--- config.mk ---
export PLATFORM = sky130hd
export DESIGN_NAME = stage_sequencer
export DESIGN_NICKNAME = d
export VERILOG_FILES = /design/src/rtl/stage_sequencer.sv
export SDC_FILE = /design/constraint.sdc
export NUM_CORES = 1
export LEC_CHECK = 0
export CAP_MARGIN = 20
export CORE_UTILIZATION = 54
export CTS_CLUSTER_DIAMETER = 150
export DETAILED_ROUTE_END_ITERATION = 12
export HOLD_SLACK_MARGIN = 0.05
export PLACE_DENSITY = 0.85
export SLEW_MARGIN = 20
export SYNTH_ARGS = -nofsm -noshare
export SYNTH_HDL_FRONTEND = slang
export SYNTH_SLANG_ARGS = --single-unit
--- constraint.sdc ---
create_clock -name clk -period 3.4 [get_ports clk]
set_input_delay 0.68 -clock clk [delete_from_list [all_inputs] [get_ports clk]]
set_output_delay 0.68 -clock clk [all_outputs]
set_load 0.02 [all_outputs]
--- src/rtl/stage_sequencer.sv ---
// stage_sequencer: multi-cycle LEGv8 control sequencer. A single clock drives
// registered one-hot stage enables (fetch/decode/execute/memory/write-back).
// It also resolves branches into pc_src, times out a stalled memory handshake
// and counts retired instructions.
module stage_sequencer #(
  parameter int DECODE_CYCLES = 1,
  parameter int EXEC_CYCLES   = 1,
  parameter int MEM_WAIT_MAX  = 15,
  parameter int CNT_W         = 32
) (
  input  logic             clk,
  input  logic             reset,
  input  logic             run,
  input  logic             halt,
  input  logic             is_load,
  input  logic             is_store,
  input  logic             branch,
  input  logic             uncond_branch,
  input  logic             zero,
  input  logic             mem_ready,
  output logic             fetch_en,
  output logic             decode_en,
  output logic             exec_en,
  output logic             mem_en,
  output logic             wb_en,
  output logic             pc_src,
  output logic             busy,
  output logic             mem_timeout,
  output logic [2:0]       state,
  output logic [CNT_W-1:0] retired
);

  localparam logic [2:0] S_IDLE   = 3'd0;
  localparam logic [2:0] S_FETCH  = 3'd1;
  localparam logic [2:0] S_DECODE = 3'd2;
  localparam logic [2:0] S_EXEC   = 3'd3;
  localparam logic [2:0] S_MEM    = 3'd4;
  localparam logic [2:0] S_WB     = 3'd5;
  localparam logic [2:0] S_ERR    = 3'd6;

  // Counter widths: each counter only reaches (limit - 1) before leaving its state.
  localparam int DW = (DECODE_CYCLES > 1) ? $clog2(DECODE_CYCLES) : 1;
  localparam int EW = (EXEC_CYCLES   > 1) ? $clog2(EXEC_CYCLES)   : 1;
  localparam int WW = (MEM_WAIT_MAX  > 1) ? $clog2(MEM_WAIT_MAX)  : 1;

  logic [DW-1:0]    dec_cnt;
  logic [EW-1:0]    exe_cnt;
  logic [WW-1:0]    wait_cnt;
  logic             cls_load, cls_store, cls_br, cls_ub;
  logic             dec_last, exe_last, wait_last, retire;
  logic [2:0]       state_nx;
  logic             fetch_nx, decode_nx, exec_nx, mem_nx, wb_nx;
  logic             pc_src_nx, busy_nx, timeout_nx;
  logic [CNT_W-1:0] retired_nx;

  assign dec_last  = (int'(dec_cnt) == DECODE_CYCLES - 1);
  assign exe_last  = (int'(exe_cnt) == EXEC_CYCLES - 1);
  assign wait_last = (MEM_WAIT_MAX > 0) && (int'(wait_cnt) == MEM_WAIT_MAX - 1);
  // Retire is the exit from WB, or a MEM completion that needs no write-back.
  assign retire    = (state == S_WB) || ((state == S_MEM) && mem_ready && !cls_load);

  // State and registered Moore outputs
  always_ff @(posedge clk or posedge reset) begin
    if (reset) begin
      state       <= S_IDLE;
      fetch_en    <= 1'b0;
      decode_en   <= 1'b0;
      exec_en     <= 1'b0;
      mem_en      <= 1'b0;
      wb_en       <= 1'b0;
      pc_src      <= 1'b0;
      busy        <= 1'b0;
      mem_timeout <= 1'b0;
      retired     <= '0;
    end else begin
      state       <= state_nx;
      fetch_en    <= fetch_nx;
      decode_en   <= decode_nx;
      exec_en     <= exec_nx;
      mem_en      <= mem_nx;
      wb_en       <= wb_nx;
      pc_src      <= pc_src_nx;
      busy        <= busy_nx;
      mem_timeout <= timeout_nx;
      retired     <= retired_nx;
    end
  end

  // Stage dwell counters, memory wait counter and instruction-class latch
  always_ff @(posedge clk or posedge reset) begin
    if (reset) begin
      dec_cnt   <= '0;
      exe_cnt   <= '0;
      wait_cnt  <= '0;
      cls_load  <= 1'b0;
      cls_store <= 1'b0;
      cls_br    <= 1'b0;
      cls_ub    <= 1'b0;
    end else begin
      dec_cnt <= ((state == S_DECODE) && !dec_last) ? dec_cnt + DW'(1) : '0;
      exe_cnt <= ((state == S_EXEC) && !exe_last) ? exe_cnt + EW'(1) : '0;
      if (state != S_MEM)
        wait_cnt <= '0;
      else if (!mem_ready && (MEM_WAIT_MAX > 0))
        wait_cnt <= wait_cnt + WW'(1);
      if ((state == S_DECODE) && dec_last) begin
        cls_load  <= is_load;
        cls_store <= is_store;
        cls_br    <= branch;
        cls_ub    <= uncond_branch;
      end
    end
  end

  // Next-state selection
  always_comb begin
    state_nx = state;
    case (state)
      S_IDLE:   if (run) state_nx = S_FETCH;
      S_FETCH:  state_nx = S_DECODE;
      S_DECODE: if (dec_last) state_nx = S_EXEC;
      S_EXEC:   if (exe_last)
                  state_nx = (cls_load | cls_store | cls_br | cls_ub) ? S_MEM : S_WB;
      S_MEM:    if (mem_ready)
                  state_nx = cls_load ? S_WB : (halt ? S_IDLE : S_FETCH);
                else if (wait_last)
                  state_nx = S_ERR;
      S_WB:     state_nx = halt ? S_IDLE : S_FETCH;
      S_ERR:    state_nx = S_ERR;
      default:  state_nx = S_IDLE;
    endcase
  end

  // Output values for the next cycle, decoded from the next state
  always_comb begin
    fetch_nx   = (state_nx == S_FETCH);
    decode_nx  = (state_nx == S_DECODE);
    exec_nx    = (state_nx == S_EXEC);
    mem_nx     = (state_nx == S_MEM);
    wb_nx      = (state_nx == S_WB);
    busy_nx    = (state_nx != S_IDLE) && (state_nx != S_ERR);
    timeout_nx = mem_timeout | (state_nx == S_ERR);
    retired_nx = retired + CNT_W'(retire);
    pc_src_nx  = pc_src;
    // The fetch consumes pc_src; a completing MEM cycle resolves the branch.
    if (state == S_FETCH)
      pc_src_nx = 1'b0;
    else if ((state == S_MEM) && mem_ready)
      pc_src_nx = cls_ub | (cls_br & zero);
  end

endmodule

**Run 1: placed cells, one colour a class**

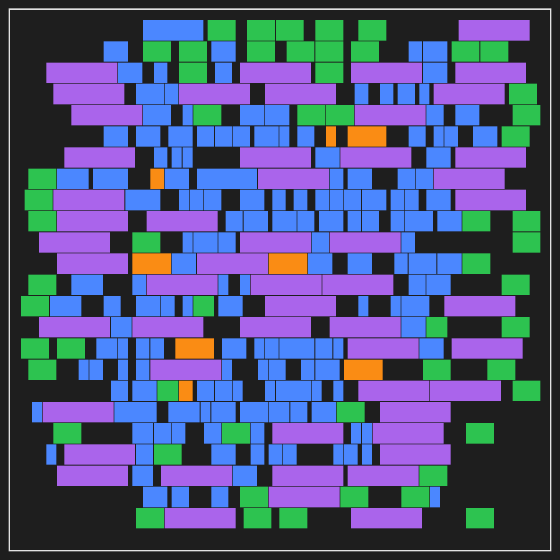
- purple: flip-flops (cells 53)
- green: other buffers and delay cells (cells 55)
- blue: all other logic (cells 159)
- orange: clock drivers and dummy loads (cells 8)
placeable core region: 4350 µm²
Seq/total area: 42.7%
cell area after layout: 3110 µm²
Finished Core Util: 71.4%
Site Rows: 24

**Run 1: sizing map**

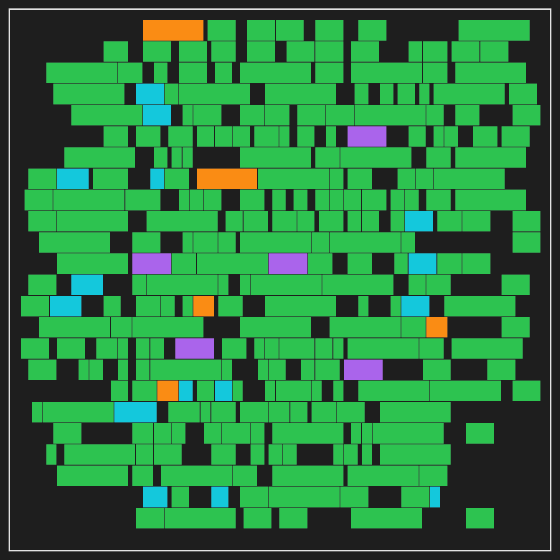
- cyan: drive 2 (cells 15; share 5.5%)
- purple: drive 6 and up (cells 5; share 1.8%; most used clkbuf_8)
- orange: drive 3 to 4 (cells 5; share 1.8%; most used buf_4)
- green: drive 1 or less (cells 250; share 91%; most used dfrtp_1)
Non-Clock Buffer Count: 55
layout-stage area growth over the synthesis result: 27.3%
setup slack after layout: 0.793 ns

**Run 1: cell area per tile**

Bar = 20 µm. 7 x 7 tiles, from dark blue (low) to red (high), 0 to 100% covered.
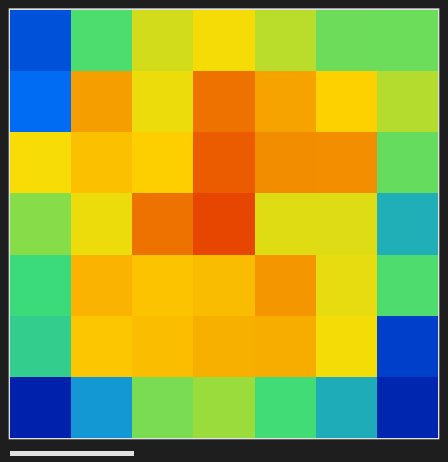
- densest ninth of the die: middle
- emptiest ninth of the die: bottom right
- tiles over 75% full: 39%
- mean over tiles: 64%
core utilization before placement: 56.1%

==> results.rst, run 1 <==
Synthesis and place-and-route
=============================

.. list-table::
   :header-rows: 1

   * - Metric
     - Value
   * - Capturing point of the worst reg2reg path
     - retired[28]$_DFF_PP0_
   * - Regs by FF count
     - retired x32, wait_cnt x4, state x3
   * - Count of hold-fix buffers inserted at cts
     - 0
   * - Min-Delay Path Class
     - flop to flop
   * - Setup violation total in the final timing report
     - 0
   * - Number of max-slew violations in the final report
     - 0
   * - Clock H-tree levels
     - 2
   * - Fraction of cell area in non-clock buffers
     - 17.5%
   * - Number of optimization iterations in the first detailed-route pass
     - 4
   * - Flip-flops
     - 53
   * - And-or/or-and share of the synthesized area
     - 4.97%
   * - Arrival time worst endpoint
     - 2.84 ns
   * - Flip-flop count of the largest register, all copies and words added
     - 32
   * - Total die size
     - 4800 µm²
   * - Clock Root Buffer
     - sky130_fd_sc_hd__clkbuf_8
   * - Count of input and output buffers
     - 52
   * - Final min period
     - 2.61 ns
   * - Via count of the first global-routing pass
     - 1741
   * - CTS max path bufs
     - 2
   * - Top cells by area in the synthesized netlist
     - sky130_fd_sc_hd__dfrtp_1 (54%), sky130_fd_sc_hd__xnor2_1 (6.1%), sky130_fd_sc_hd__xor2_1 (5.7%), sky130_fd_sc_hd__nand3_1 (3.7%), sky130_fd_sc_hd__nand4_1 (2.6%)
   * - Die boundary width
     - 69.3 µm
   * - Status
     - finished, final reports clean
   * - Global router's overall resource usage
     - 21.4%
   * - Main logic family after synthesis
     - simple AND/OR/NAND/NOR gates
   * - Unrepaired setup endpoints after global routing
     - false
   * - Tap cell count
     - 52
   * - Final net count
     - 288
   * - Largest net degree at the start of global routing
     - 31
   * - Largest area contributor in the synthesized netlist
     - sky130_fd_sc_hd__dfrtp_1
   * - Synthesized-area fraction occupied by and/or/nand/nor cells
     - 23.1%
   * - Startpoint class of the critical path
     - primary input
   * - Average detailed-routed wire length per instance
     - 14.6 µm
   * - Average cell area after synthesis
     - 11.3 µm²
   * - Top cells by count
     - sky130_fd_sc_hd__dfrtp_1 (53), sky130_fd_sc_hd__nand3_1 (18), sky130_fd_sc_hd__xnor2_1 (17)
   * - Required time reported for the critical path endpoint
     - 3.64 ns
   * - Most frequently used flop master after synthesis
     - sky130_fd_sc_hd__dfrtp_1
   * - Count of buffers added by post-CTS timing repair for setup
     - 0
   * - Final antenna-violating net count
     - 0
   * - Register name with the most flops
     - retired
   * - Clk ins delay skew pair
     - 0.30 ns
   * - Number of buffers inserted during clock tree synthesis
     - 5
   * - Combinational share of cell area
     - 34.3%
   * - Largest stage delay on the critical path
     - 0.49 ns
   * - Post-synthesis adder-cell area fraction
     - 2.05%
   * - CP Depth
     - 9
   * - Placement Cell Area
     - 3030 µm²
   * - Post-route setup TNS
     - 0 ns
   * - Clock-pin slew on the worst setup and hold paths
     - 0.09 ns
   * - Number of sinks handled by clock tree synthesis
     - 53
   * - Start point of the critical path
     - mem_ready
   * - Yosys stat area
     - 2440 µm²
   * - DP Worst Slack
     - 0.485 ns
   * - Number of hold violations in the final report
     - 0
   * - Clock network contribution to total cell area
     - 2.66%
   * - Summed instance area of the synthesized netlist
     - 2440 µm²
   * - Number of instances resized during post-cts repair
     - 0
   * - Setup CP Type
     - primary input to flop
   * - Worst R2R Setup Slack
     - 0.99 ns
   * - Antenna diode count
     - 0
   * - Slowest cell on the critical path
     - sky130_fd_sc_hd__clkdlybuf4s50_1
   * - Tot Pwr
     - 1.77 mW
   * - Synthesis-stage register bit count
     - 53
   * - Number of flops mapped to enable cells by yosys
     - 0
   * - Slew Limit Headroom
     - 60.1%
   * - Buffers & Inverters on Critical Path
     - 1
run 1: power breakdown:
group / switching [mW] / leakage (nW) / internal [mW]
sequential: 0.134 / 0.704 / 0.734
clock: 0.192 / 0.0450 / 0.143
combinational: 0.295 / 0.645 / 0.275
total: 0.621 / 1.39 / 1.15
run 1: metal layers:
metal	part of all wire [%]	GRT usage, %	up-vias
met2	49	34.3	60
met5	0	0	-
met1	45	28.9	898
met4	1.1	5.90	0
met3	5.3	5.96	6
li1	-	-	876
run 1: worst register-to-register path, delay by kind of cell (launching register included):
kind	cells	cell delay [ns]
AOI/OAI and AO/OA	1	0.10
xor gates and xnor gates	1	0.17
adders and majority gates	2	0.46
DFF	1	0.65
and+or+nand+nor	4	0.96
==> run 2: changes to the inputs <==
- CORE_UTILIZATION: 54 -> 45
- PLACE_DENSITY: 0.85 -> 0.76
- clock period: 3.4 -> 2.2 ns (I/O delays scaled with it)
**Run 2: placed cells, one colour a class**

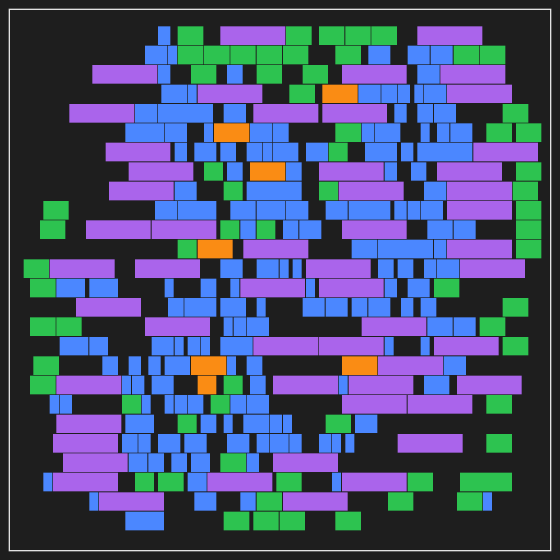
- blue: all other logic (cells 159)
- purple: flip-flops (cells 53)
- orange: clock drivers and dummy loads (cells 7)
- green: other buffers and delay cells (cells 65)
Site Rows: 26
cell area after layout: 3310 µm²
Seq/total area: 40.1%
Finished Core Util: 63.9%

==> run 2 against run 1 <==
The flow now finishes with violations (negative setup slack). Die size rose by 19%. Routed wire length rose by 4.8%. Combinational power rose by 83%. Clock power rose by 64%. Non-clock buffer count rose by 10. Critical endpoint is now retired[26]$_DFF_PP0_. Via count fell by 0.38%.
==> results.rst, run 2 <==
Synthesis and place-and-route
=============================

.. list-table::
   :header-rows: 1

   * - Metric
     - Value
   * - Status
     - complete, but fails checks
   * - Violated checks
     - negative setup slack
   * - Buffers & Inverters on Critical Path
     - 1
   * - Total die size
     - 5730 µm²
   * - Slowest cell on the critical path
     - sky130_fd_sc_hd__clkdlybuf4s50_1
   * - Post-route setup TNS
     - -0.0230 ns
   * - Clock-pin slew on the worst setup and hold paths
     - 0.09 ns
   * - Antenna diode count
     - 0
   * - Arrival time worst endpoint
     - 2.44 ns
   * - Detail Route met3 WL
     - 166 µm
   * - Top power consumer group
     - sequential cells
   * - Number of hold violations in the final report
     - 0
   * - Max Used Layer
     - met4
   * - Sw Share
     - 34.7%
   * - Number of optimization iterations in the first detailed-route pass
     - 4
   * - Combinational share of cell area
     - 34.7%
   * - Average cell area after synthesis
     - 11.3 µm²
   * - Clock net power
     - 549 µW
   * - Flip-flop count of the largest register, all copies and words added
     - 32
   * - Largest stage delay on the critical path
     - 0.48 ns
   * - Global router's overall resource usage
     - 18.5%
   * - Placement Cell Area
     - 3130 µm²
   * - Final min period
     - 2.22 ns
   * - Flip-flops
     - 53
   * - Clock network contribution to total cell area
     - 2.72%
   * - Main logic family after synthesis
     - simple AND/OR/NAND/NOR gates
   * - Setup CP Type
     - primary input to flop
   * - Most frequently used flop master after synthesis
     - sky130_fd_sc_hd__dfrtp_1
   * - Tot Pwr
     - 2.85 mW
   * - Proportion of power drawn by the clock network
     - 19.2%
   * - Final antenna-violating net count
     - 0
   * - Setup slack after layout
     - -0.0230 ns
   * - Die boundary width
     - 75.7 µm
   * - Regs by FF count
     - retired x32, wait_cnt x4, state x3
   * - Clock H-tree levels
     - 2
   * - Average detailed-routed wire length per instance
     - 14.2 µm
   * - Number of flops mapped to enable cells by yosys
     - 0
   * - Met3 track demand over resource
     - 4.50%
   * - Number of max-slew violations in the final report
     - 0
   * - Total length of routed met2 wires
     - 2530 µm
   * - Internal power consumption
     - 1.86 mW
   * - Number of buffers inserted during clock tree synthesis
     - 5
   * - Clk ins delay skew pair
     - 0.30 ns
   * - Busiest layer in global routing
     - met2
   * - Layout-stage area growth over the synthesis result
     - 35.4%
   * - Min-Delay Path Class
     - flop to flop
   * - Combinational power
     - 1.04 mW
   * - Register name with the most flops
     - retired
   * - Synthesis-stage register bit count
     - 53
   * - Placeable core region
     - 5170 µm²
   * - Clock Root Buffer
     - sky130_fd_sc_hd__clkbuf_8
   * - Final net count
     - 298
   * - Number of sinks handled by clock tree synthesis
     - 53
   * - Top cells by area in the synthesized netlist
     - sky130_fd_sc_hd__dfrtp_1 (54%), sky130_fd_sc_hd__xnor2_1 (6.1%), sky130_fd_sc_hd__xor2_1 (5.7%), sky130_fd_sc_hd__nand3_1 (3.7%), sky130_fd_sc_hd__nand4_1 (2.6%)
   * - CTS max path bufs
     - 2
   * - Startpoint class of the critical path
     - primary input
   * - Count of hold-fix buffers inserted at cts
     - 0
   * - Fraction of cell area in non-clock buffers
     - 19.1%
   * - Setup violation total in the final timing report
     - 1
   * - Largest area contributor in the synthesized netlist
     - sky130_fd_sc_hd__dfrtp_1
   * - Post-synthesis adder-cell area fraction
     - 2.05%
   * - DP Worst Slack
     - -0.457 ns
   * - Sw power
     - 990 µW
   * - Synthesized-area fraction occupied by and/or/nand/nor cells
     - 23.1%
   * - Summed instance area of the synthesized netlist
     - 2440 µm²
   * - Core utilization before placement
     - 47.2%
   * - Combinational power share
     - 36.4%
   * - Unrepaired setup endpoints after global routing
     - true
   * - And-or/or-and share of the synthesized area
     - 4.97%
   * - Sequential power
     - 1.27 mW
**Run 2: cell area per tile**

Bar = 20 µm. 8 x 8 tiles, from dark blue (low) to red (high), 0 to 100% covered.
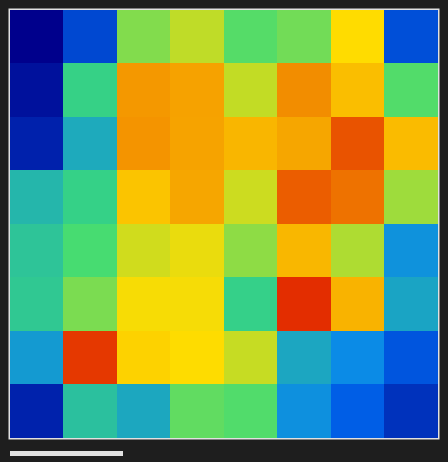
- nearly empty tiles: 1.6%
- mean over tiles: 56%
- tiles over 75% full: 30%
- fullest tile: 95%

-- run 2: cell counts after synthesis --
No cell type changed its count.
-- run 2: what timing repair did --
item	4_1_cts	5_1_grt
setup buffers	0	1
pin swaps	0	4
gates resized	4	11
setup endpoints to repair	14	9
-- run 2: final timing paths --
kind,startpoint,end,slack (ns),cells after the start
worst min register to register,mem_timeout$_DFF_PP0_,mem_timeout$_DFF_PP0_,0.47,1
worst min-delay path,mem_timeout$_DFF_PP0_,mem_timeout$_DFF_PP0_,0.47,1
min in group asynchronous,reset,exec_en$_DFF_PP0_,0.49,3
worst max register to register,cls_load$_DFFE_PP0P_,retired[26]$_DFF_PP0_,0.10,9
max in group asynchronous,reset,wait_cnt[1]$_DFFE_PP0P_,1.48,3
worst max-delay path,mem_ready,retired[26]$_DFF_PP0_,-0.02,9
==> run 3: changes to the inputs <==
- REMOVE_ABC_BUFFERS: not set -> 1
**Run 3: routed metal per tile**

Bar = 20 µm. 15 x 15 tiles, from dark blue (low) to red (high), scaled to the fullest tile. Values are wire area over tile area, all layers added.
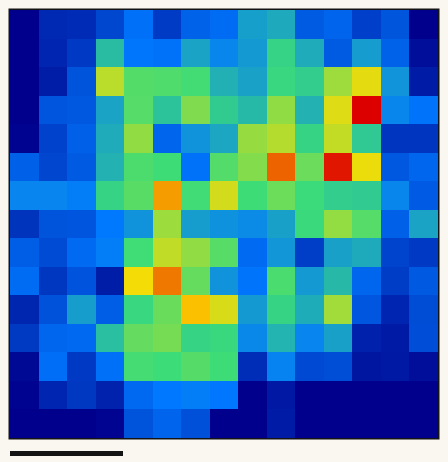
- mean over tiles: 0.14
- tiles over half the peak: 22%
- densest ninth of the die: middle
- nearly empty tiles: 11%
- emptiest ninth of the die: bottom right
- fullest tile: 0.46
average detailed-routed wire length per instance: 14.3 µm
global router's overall resource usage: 19.3%
total number of vias: 1860
wirelength, routed: 5090 µm

==> run 3 against run 2 <==
The run now ends clean. Critical path type is now flop to flop. Register-to-register slack gained 0.06 ns. Critical path depth is 2 higher. Count of clock-buffer cells in the layout down 1.
==> results.rst, run 3 <==
Synthesis and place-and-route
=============================

.. list-table::
   :header-rows: 1

   * - Metric
     - Value
   * - CTS max path bufs
     - 2
   * - Largest net degree at the start of global routing
     - 27
   * - Number of optimization iterations in the first detailed-route pass
     - 4
   * - Combinational power
     - 1.06 mW
   * - Count of buffers added by post-CTS timing repair for setup
     - 0
   * - Number of instances resized during post-cts repair
     - 5
   * - Via count of the first global-routing pass
     - 1753
   * - Final net count
     - 300
   * - Startpoint class of the critical path
     - flop
   * - Register name with the most flops
     - retired
   * - Combinational share of cell area
     - 35.0%
   * - Regs by FF count
     - retired x32, wait_cnt x4, state x3
   * - Min-Delay Path Class
     - primary input to asynchronous set/reset pin
   * - Site Rows
     - 26
   * - Capturing point of the worst reg2reg path
     - retired[18]$_DFF_PP0_
   * - Tap cell count
     - 70
   * - Top cells by count
     - sky130_fd_sc_hd__dfrtp_1 (53), sky130_fd_sc_hd__nand3_1 (18), sky130_fd_sc_hd__xnor2_1 (17)
   * - Number of max-slew violations in the final report
     - 0
   * - Setup CP Type
     - flop to flop
   * - Clock network contribution to total cell area
     - 3.41%
   * - Sw Share
     - 34.4%
   * - Reg2Reg Launch Point
     - cls_load$_DFFE_PP0P_
   * - Number of buffers inserted during clock tree synthesis
     - 5
   * - Flip-flops
     - 53
   * - Number of flops mapped to enable cells by yosys
     - 0
   * - Met1 wire length
     - 2440 µm
   * - Post-route setup TNS
     - 0 ns
   * - Start point of the critical path
     - cls_load$_DFFE_PP0P_
   * - Clock Root Buffer
     - sky130_fd_sc_hd__clkbuf_8
   * - Largest area contributor in the synthesized netlist
     - sky130_fd_sc_hd__dfrtp_1
   * - Tot Pwr
     - 3.00 mW
   * - Top power consumer group
     - sequential cells
   * - Top cells by area in the synthesized netlist
     - sky130_fd_sc_hd__dfrtp_1 (54%), sky130_fd_sc_hd__xnor2_1 (6.1%), sky130_fd_sc_hd__xor2_1 (5.7%), sky130_fd_sc_hd__nand3_1 (3.7%), sky130_fd_sc_hd__nand4_1 (2.6%)
   * - Clk ins delay skew pair
     - 0.32 ns
   * - Antenna diode count
     - 0
   * - Sequential power
     - 1.27 mW
   * - Combinational power share
     - 35.3%
   * - Status
     - finished, final reports clean
   * - Total die size
     - 5730 µm²
   * - Clock H-tree levels
     - 2
   * - Core utilization before placement
     - 47.2%
**Run 3: placed cells, one colour a class**

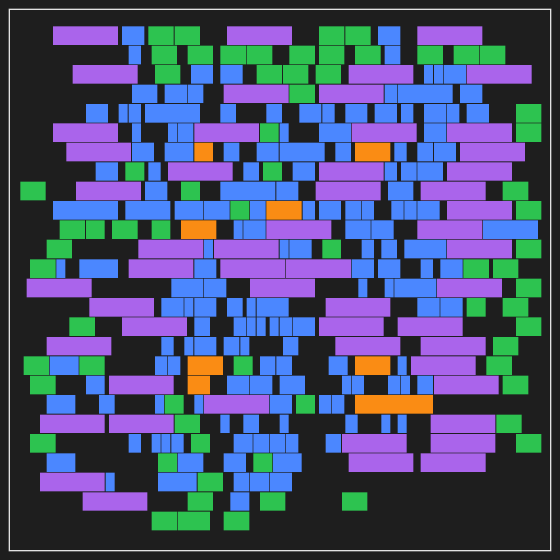
- blue: all other logic (cells 159)
- orange: clock drivers and dummy loads (cells 8)
- purple: flip-flops (cells 53)
- green: other buffers and delay cells (cells 67)
cell area after layout: 3370 µm²
placeable core region: 5170 µm²
Finished Core Util: 65.2%
Seq/total area: 39.3%

-- run 3: critical path, delay by kind of cell, from the launching register on --
family | cells | cell delay, ns
xor+xnor | 1 | 0.15
compound gates | 1 | 0.07
simple gates | 4 | 0.53
buf+inv | 3 | 0.35
flops | 1 | 0.42
fa+ha+maj | 2 | 0.41
-- run 3: cell families (layout without fill, tap and decap cells) --
kind of cell	after synthesis	in the layout	synth area share, %
and+or+nand+nor	92	92	23.1
DFF	53	53	54.3
xor gates and xnor gates	33	33	11.8
AOI/OAI and AO/OA	18	18	4.97
buffers and inverters	12	82	2.25
adders and majority gates	4	4	2.05
muxes	3	3	1.38
other	1	2	0.154
Power is estimated from default activity; no workload was simulated.
